**Signal wires on met1**

Drawn at 3 px/um. Supply wires on this layer in grey. Cells faint in the background.
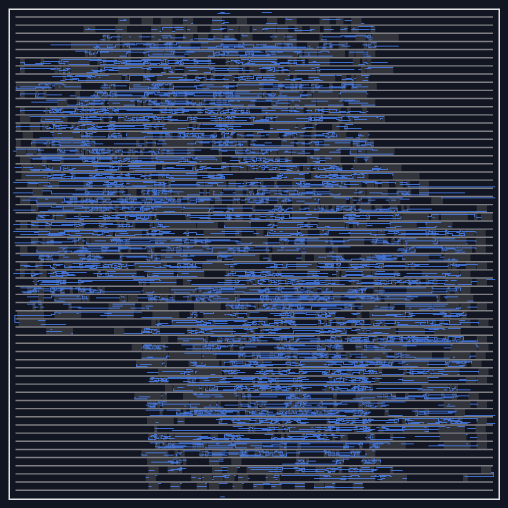
**Metal 2**

Drawn at 3 px/um.
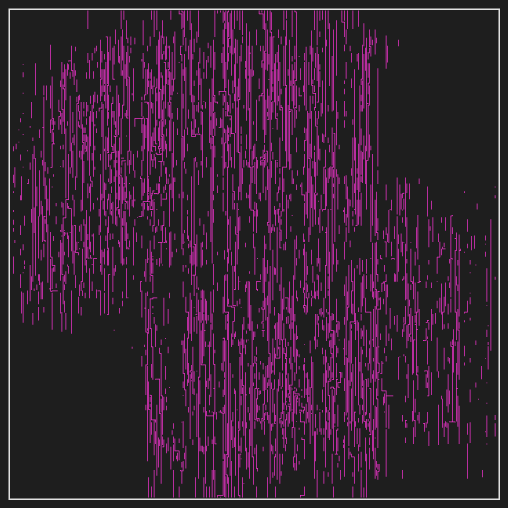
**Metal 3**

Drawn at 4 px/um. Cells faint in the background.
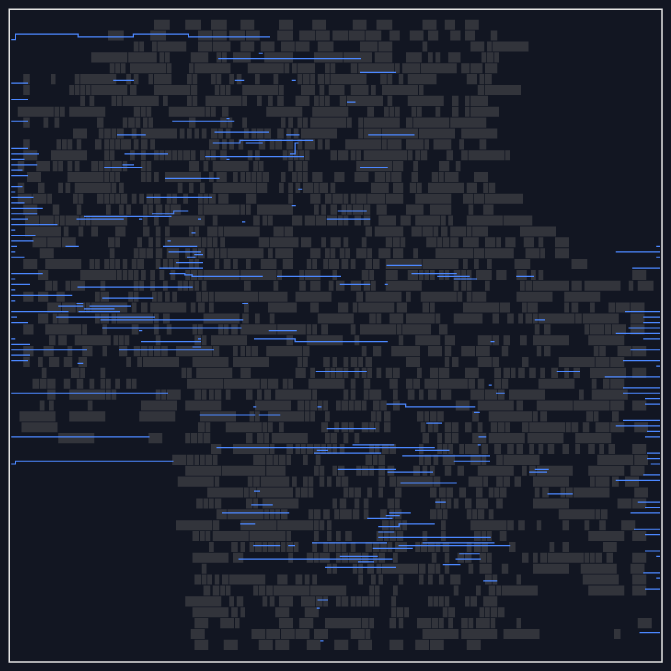
**The metal 4 layer**

Drawn at 2 px/um. Supply wires on this layer in grey. Cells faint in the background.
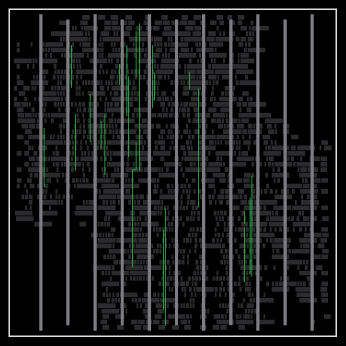
--- src/rtl/lsu_pkg.sv ---
// Shared definitions for the load/store unit: funct3 codes, controller states
// and the access-size decode used by both the controller and the load aligner.
package lsu_pkg;

  localparam logic [2:0] F3_B  = 3'b000;
  localparam logic [2:0] F3_H  = 3'b001;
  localparam logic [2:0] F3_W  = 3'b010;
  localparam logic [2:0] F3_BU = 3'b100;
  localparam logic [2:0] F3_HU = 3'b101;

  typedef enum logic [2:0] {
    IDLE,
    ISSUE_LO,
    ISSUE_HI,
    CAPTURE,
    RESP
  } lsu_state_t;

  // Access size in bytes; the unused code 11 yields 0 so it can never enable a lane.
  function automatic logic [2:0] size_bytes(input logic [1:0] size_code);
    case (size_code)
      2'b00:   size_bytes = 3'd1;
      2'b01:   size_bytes = 3'd2;
      2'b10:   size_bytes = 3'd4;
      default: size_bytes = 3'd0;
    endcase
  endfunction

  function automatic logic funct3_legal(input logic we, input logic [2:0] funct3);
    if (we) funct3_legal = funct3 inside {F3_B, F3_H, F3_W};
    else    funct3_legal = funct3 inside {F3_B, F3_H, F3_W, F3_BU, F3_HU};
  endfunction

endpackage

--- src/rtl/lsu_load_align.sv ---
// Extracts a byte/half/word from a two-word little-endian window and extends it.
// Purely combinational so the pipeline forwarding path can share it.
module lsu_load_align
  import lsu_pkg::*;
(
  input  logic [63:0] window,
  input  logic [1:0]  off,
  input  logic [2:0]  funct3,
  output logic [31:0] data
);

  logic [31:0] shifted;

  always_comb begin
    shifted = 32'(window >> {off, 3'b000});
    case (funct3)
      F3_B:    data = {{24{shifted[7]}}, shifted[7:0]};
      F3_H:    data = {{16{shifted[15]}}, shifted[15:0]};
      F3_BU:   data = {24'd0, shifted[7:0]};
      F3_HU:   data = {16'd0, shifted[15:0]};
      default: data = shifted;
    endcase
  end

endmodule

--- src/rtl/lsu_mem_ctrl.sv ---
// Load/store requester for a four-lane byte-enabled data memory; word-crossing
// accesses are split into a low-word and a high-word memory cycle.
module lsu_mem_ctrl
  import lsu_pkg::*;
#(
  parameter int DATA_WIDTH       = 32,
  parameter int ADDRESS_WIDTH    = 4,
  parameter bit ALLOW_MISALIGNED = 1'b1
) (
  input  logic                       clk,
  input  logic                       rst_n,
  input  logic                       req_valid,
  output logic                       req_ready,
  input  logic                       req_we,
  input  logic [2:0]                 req_funct3,
  input  logic [ADDRESS_WIDTH+1:0]   req_addr,
  input  logic [DATA_WIDTH-1:0]      req_wdata,
  output logic                       resp_valid,
  output logic                       resp_err,
  output logic [DATA_WIDTH-1:0]      resp_rdata,
  output logic [3:0]                 mem_byteEnable,
  output logic [ADDRESS_WIDTH-1:0]   mem_addr,
  output logic [DATA_WIDTH-1:0]      mem_din,
  input  logic [DATA_WIDTH-1:0]      mem_dout
);

  lsu_state_t               state;
  logic                     we_q;
  logic [2:0]               funct3_q;
  logic [1:0]               off_q;
  logic [ADDRESS_WIDTH-1:0] word_lo_q;
  logic [7:0]               be8_q;
  logic [2*DATA_WIDTH-1:0]  data64_q;
  logic                     split_q;
  logic [DATA_WIDTH-1:0]    lo_buf;

  logic [2:0]               req_size;
  logic [7:0]               req_be8;
  logic [2*DATA_WIDTH-1:0]  lane_mask;
  logic [2*DATA_WIDTH-1:0]  req_data64;
  logic                     req_split;
  logic                     req_fault;

  logic [2*DATA_WIDTH-1:0]  window;
  logic [DATA_WIDTH-1:0]    align_data;

  // Request geometry only feeds the latch registers, never an output directly.
  always_comb begin
    req_size  = size_bytes(req_funct3[1:0]);
    req_be8   = ((8'd1 << req_size) - 8'd1) << req_addr[1:0];
    for (int k = 0; k < 8; k++) lane_mask[8*k +: 8] = {8{req_be8[k]}};
    req_data64 = ({{DATA_WIDTH{1'b0}}, req_wdata} << {req_addr[1:0], 3'b000}) & lane_mask;
    req_split  = ({1'b0, req_addr[1:0]} + req_size) > 3'd4;
    req_fault  = !funct3_legal(req_we, req_funct3) || (req_split && !ALLOW_MISALIGNED);
  end

  assign window = split_q ? {mem_dout, lo_buf} : {{DATA_WIDTH{1'b0}}, mem_dout};

  lsu_load_align u_align (
    .window (window),
    .off    (off_q),
    .funct3 (funct3_q),
    .data   (align_data)
  );

  always_ff @(posedge clk or negedge rst_n) begin
    if (!rst_n) begin
      state      <= IDLE;
      we_q       <= 1'b0;
      funct3_q   <= '0;
      off_q      <= '0;
      word_lo_q  <= '0;
      be8_q      <= '0;
      data64_q   <= '0;
      split_q    <= 1'b0;
      lo_buf     <= '0;
      resp_err   <= 1'b0;
      resp_rdata <= '0;
    end else begin
      case (state)
        IDLE: begin
          if (req_valid) begin
            we_q      <= req_we;
            funct3_q  <= req_funct3;
            off_q     <= req_addr[1:0];
            word_lo_q <= req_addr[ADDRESS_WIDTH+1:2];
            be8_q     <= req_be8;
            data64_q  <= req_data64;
            split_q   <= req_split;
            resp_err  <= req_fault;
            state     <= req_fault ? RESP : ISSUE_LO;
          end
        end
        ISSUE_LO: state <= split_q ? ISSUE_HI : (we_q ? RESP : CAPTURE);
        ISSUE_HI: begin
          if (!we_q) lo_buf <= mem_dout;
          state <= we_q ? RESP : CAPTURE;
        end
        CAPTURE: begin
          resp_rdata <= align_data;
          state      <= RESP;
        end
        RESP: begin
          resp_err   <= 1'b0;
          resp_rdata <= '0;
          state      <= IDLE;
        end
        default: state <= IDLE;
      endcase
    end
  end

  assign req_ready  = (state == IDLE);
  assign resp_valid = (state == RESP);

  // Memory side decodes from state and latched request only; the high word wraps.
  always_comb begin
    mem_addr       = word_lo_q;
    mem_byteEnable = '0;
    mem_din        = '0;
    case (state)
      ISSUE_LO: begin
        if (we_q) begin
          mem_byteEnable = be8_q[3:0];
          mem_din        = data64_q[DATA_WIDTH-1:0];
        end
      end
      ISSUE_HI: begin
        mem_addr = word_lo_q + ADDRESS_WIDTH'(1);
        if (we_q) begin
          mem_byteEnable = be8_q[7:4];
          mem_din        = data64_q[2*DATA_WIDTH-1:DATA_WIDTH];
        end
      end
      default: ;
    endcase
  end

endmodule
--- config.mk ---
export PLATFORM = sky130hd
export DESIGN_NAME = lsu_mem_ctrl
export DESIGN_NICKNAME = d
export VERILOG_FILES = /design/src/rtl/lsu_pkg.sv /design/src/rtl/lsu_load_align.sv /design/src/rtl/lsu_mem_ctrl.sv
export SDC_FILE = /design/constraint.sdc
export NUM_CORES = 1
export LEC_CHECK = 0
export ABC_AREA = 1
export ABC_CLOCK_PERIOD_IN_PS = 2040
export CAP_MARGIN = 40
export CORE_MARGIN = 1.5
export CORE_UTILIZATION = 35
export CTS_CLUSTER_SIZE = 24
export DETAILED_ROUTE_END_ITERATION = 10
export RECOVER_POWER = 25
export SLEW_MARGIN = 20
export SYNTH_ARGS = -nofsm -noshare
export SYNTH_HDL_FRONTEND = slang
export SYNTH_HIERARCHICAL = 1
export SYNTH_SLANG_ARGS = --single-unit
--- constraint.sdc ---
create_clock -name clk -period 2.04 [get_ports clk]
set_input_delay 0.408 -clock clk [delete_from_list [all_inputs] [get_ports clk]]
set_output_delay 0.408 -clock clk [all_outputs]
set_load 0.02 [all_outputs]
==> out/qor.csv <==
stage,metric,value,unit
global_routing,GR Util met3,3.72,%
final_timing,Fin. Hold Viols,0,
routing,routed wl met3,1740,um
run_status,violated checks,setup timing,
routing,DR vias,9165,
power_and_ir_drop,top power group,combinational cells,
synth,Post-Synthesis Cells,1330,
final_timing,slew margin rel.,48.0,%
hold_path,Hold Startpoint,data64_q[21]$_DFFE_PN0P_,
final_timing,Hold Slack,0.477,ns
final_timing,Setup-failing EPs final,28,
synth,syn_nets,1415,
critical_path,Crit Path Class,flip-flop to primary output,
layout,layout cells sized above 1,14.7,%
placement,Placer Congestion,0.893,
final_timing,"crit path setup slack, layout",-0.0632,ns
global_routing,global route hottest layer,met2,
run_status,status,"finished, violations left",
die,# IOs,152,
clock_network,Root Buffer,clkbuf_16,
power_and_ir_drop,Internal Power,0.00920,W
placement,IO buf count,151,
critical_path,R2R cell count,9,
-- 'signal wires on met1' (at the start) --
The wires run mostly horizontal. 1433 nets have wire on it. The layer holds 47% of the routed length. The layer carries 13500 um of wire. The longest straight run is 41.4 um.

-- 'metal 2' (at the start) --
1210 nets have wire on it. The longest straight run is 71.1 um. The layer carries 12700 um of wire. The layer holds 44% of the routed length.

-- 'metal 3' (at the start) --
The wires run mostly horizontal. The layer holds 6.1% of the routed length.

-- 'the metal 4 layer' (at the start) --
The wires run mostly vertical. The layer holds 2.5% of the routed length. The layer carries 723 um of wire. 16 nets have wire on it.

-- registers in the layout, indices dropped and copies added, names as in the netlist, 2 cells and up --
| name | flops |
|---|---|
| lo_buf | 32 |
| data64_q | 56 |
| off_q | 2 |
| word_lo_q | 4 |
| be8_q | 8 |
| funct3_q | 3 |
| resp_rdata | 32 |
| state | 3 |
-- per-stage QoR --
step | std cells | area (sq um) | setup WS, ns
6_report | 1845 | 12100 | -0.0632
4_1_cts | 1842 | 11900 | -0.0501
3_3_place_gp | 1807 | 11200 | -0.203
5_1_grt | 1845 | 12100 | -0.125
3_5_place_dp | 1807 | 11200 | -0.206
2_1_floorplan | 1330 | 8940 | 0.105
-- cells in the final DEF, fill, tap and decap left out, types with 11 or more instances in the layout --
cell	count
nand2_1	515
nand3_1	212
inv_1	144
dfrtp_1	141
clkdlybuf4s50_1	108
buf_4	79
o21ai_0	68
o21ai_1	32
nor2_1	22
clkbuf_16	18
buf_6	18
nand3_2	16
buf_12	13
o22ai_2	12
o22ai_1	11
buf_2	11
-- what timing repair did --
item                       4_1_cts  5_1_grt
hold endpoints to repair        26        0
cloned                           0        2
resized                        209       41
buffers inserted                 2        1
pin swaps                        2        1
setup endpoints to repair       42       43
hold buffers                     1        0
-- final cells by class --
type / instances / area [sq um]
Clock buffer: 19 / 443
Multi-Input combinational cell: 949 / 4550
Clock inverter: 13 / 210
Tap cell: 330 / 413
Fill cell: 2571 / 13100
Inverter: 153 / 574
Sequential cell: 143 / 3580
Timing Repair Buffer: 238 / 2290
-- critical path, cell delays in order (launching register included) --
cell and delay, ns:
dfrtp_2 0.44, nor2_4 0.14, buf_6 0.14, nand2_8 0.07, clkbuf_16 0.17, o22ai_2 0.16, buf_6 0.14
Power figures rest on the tool's default switching activity, not on a simulated workload.
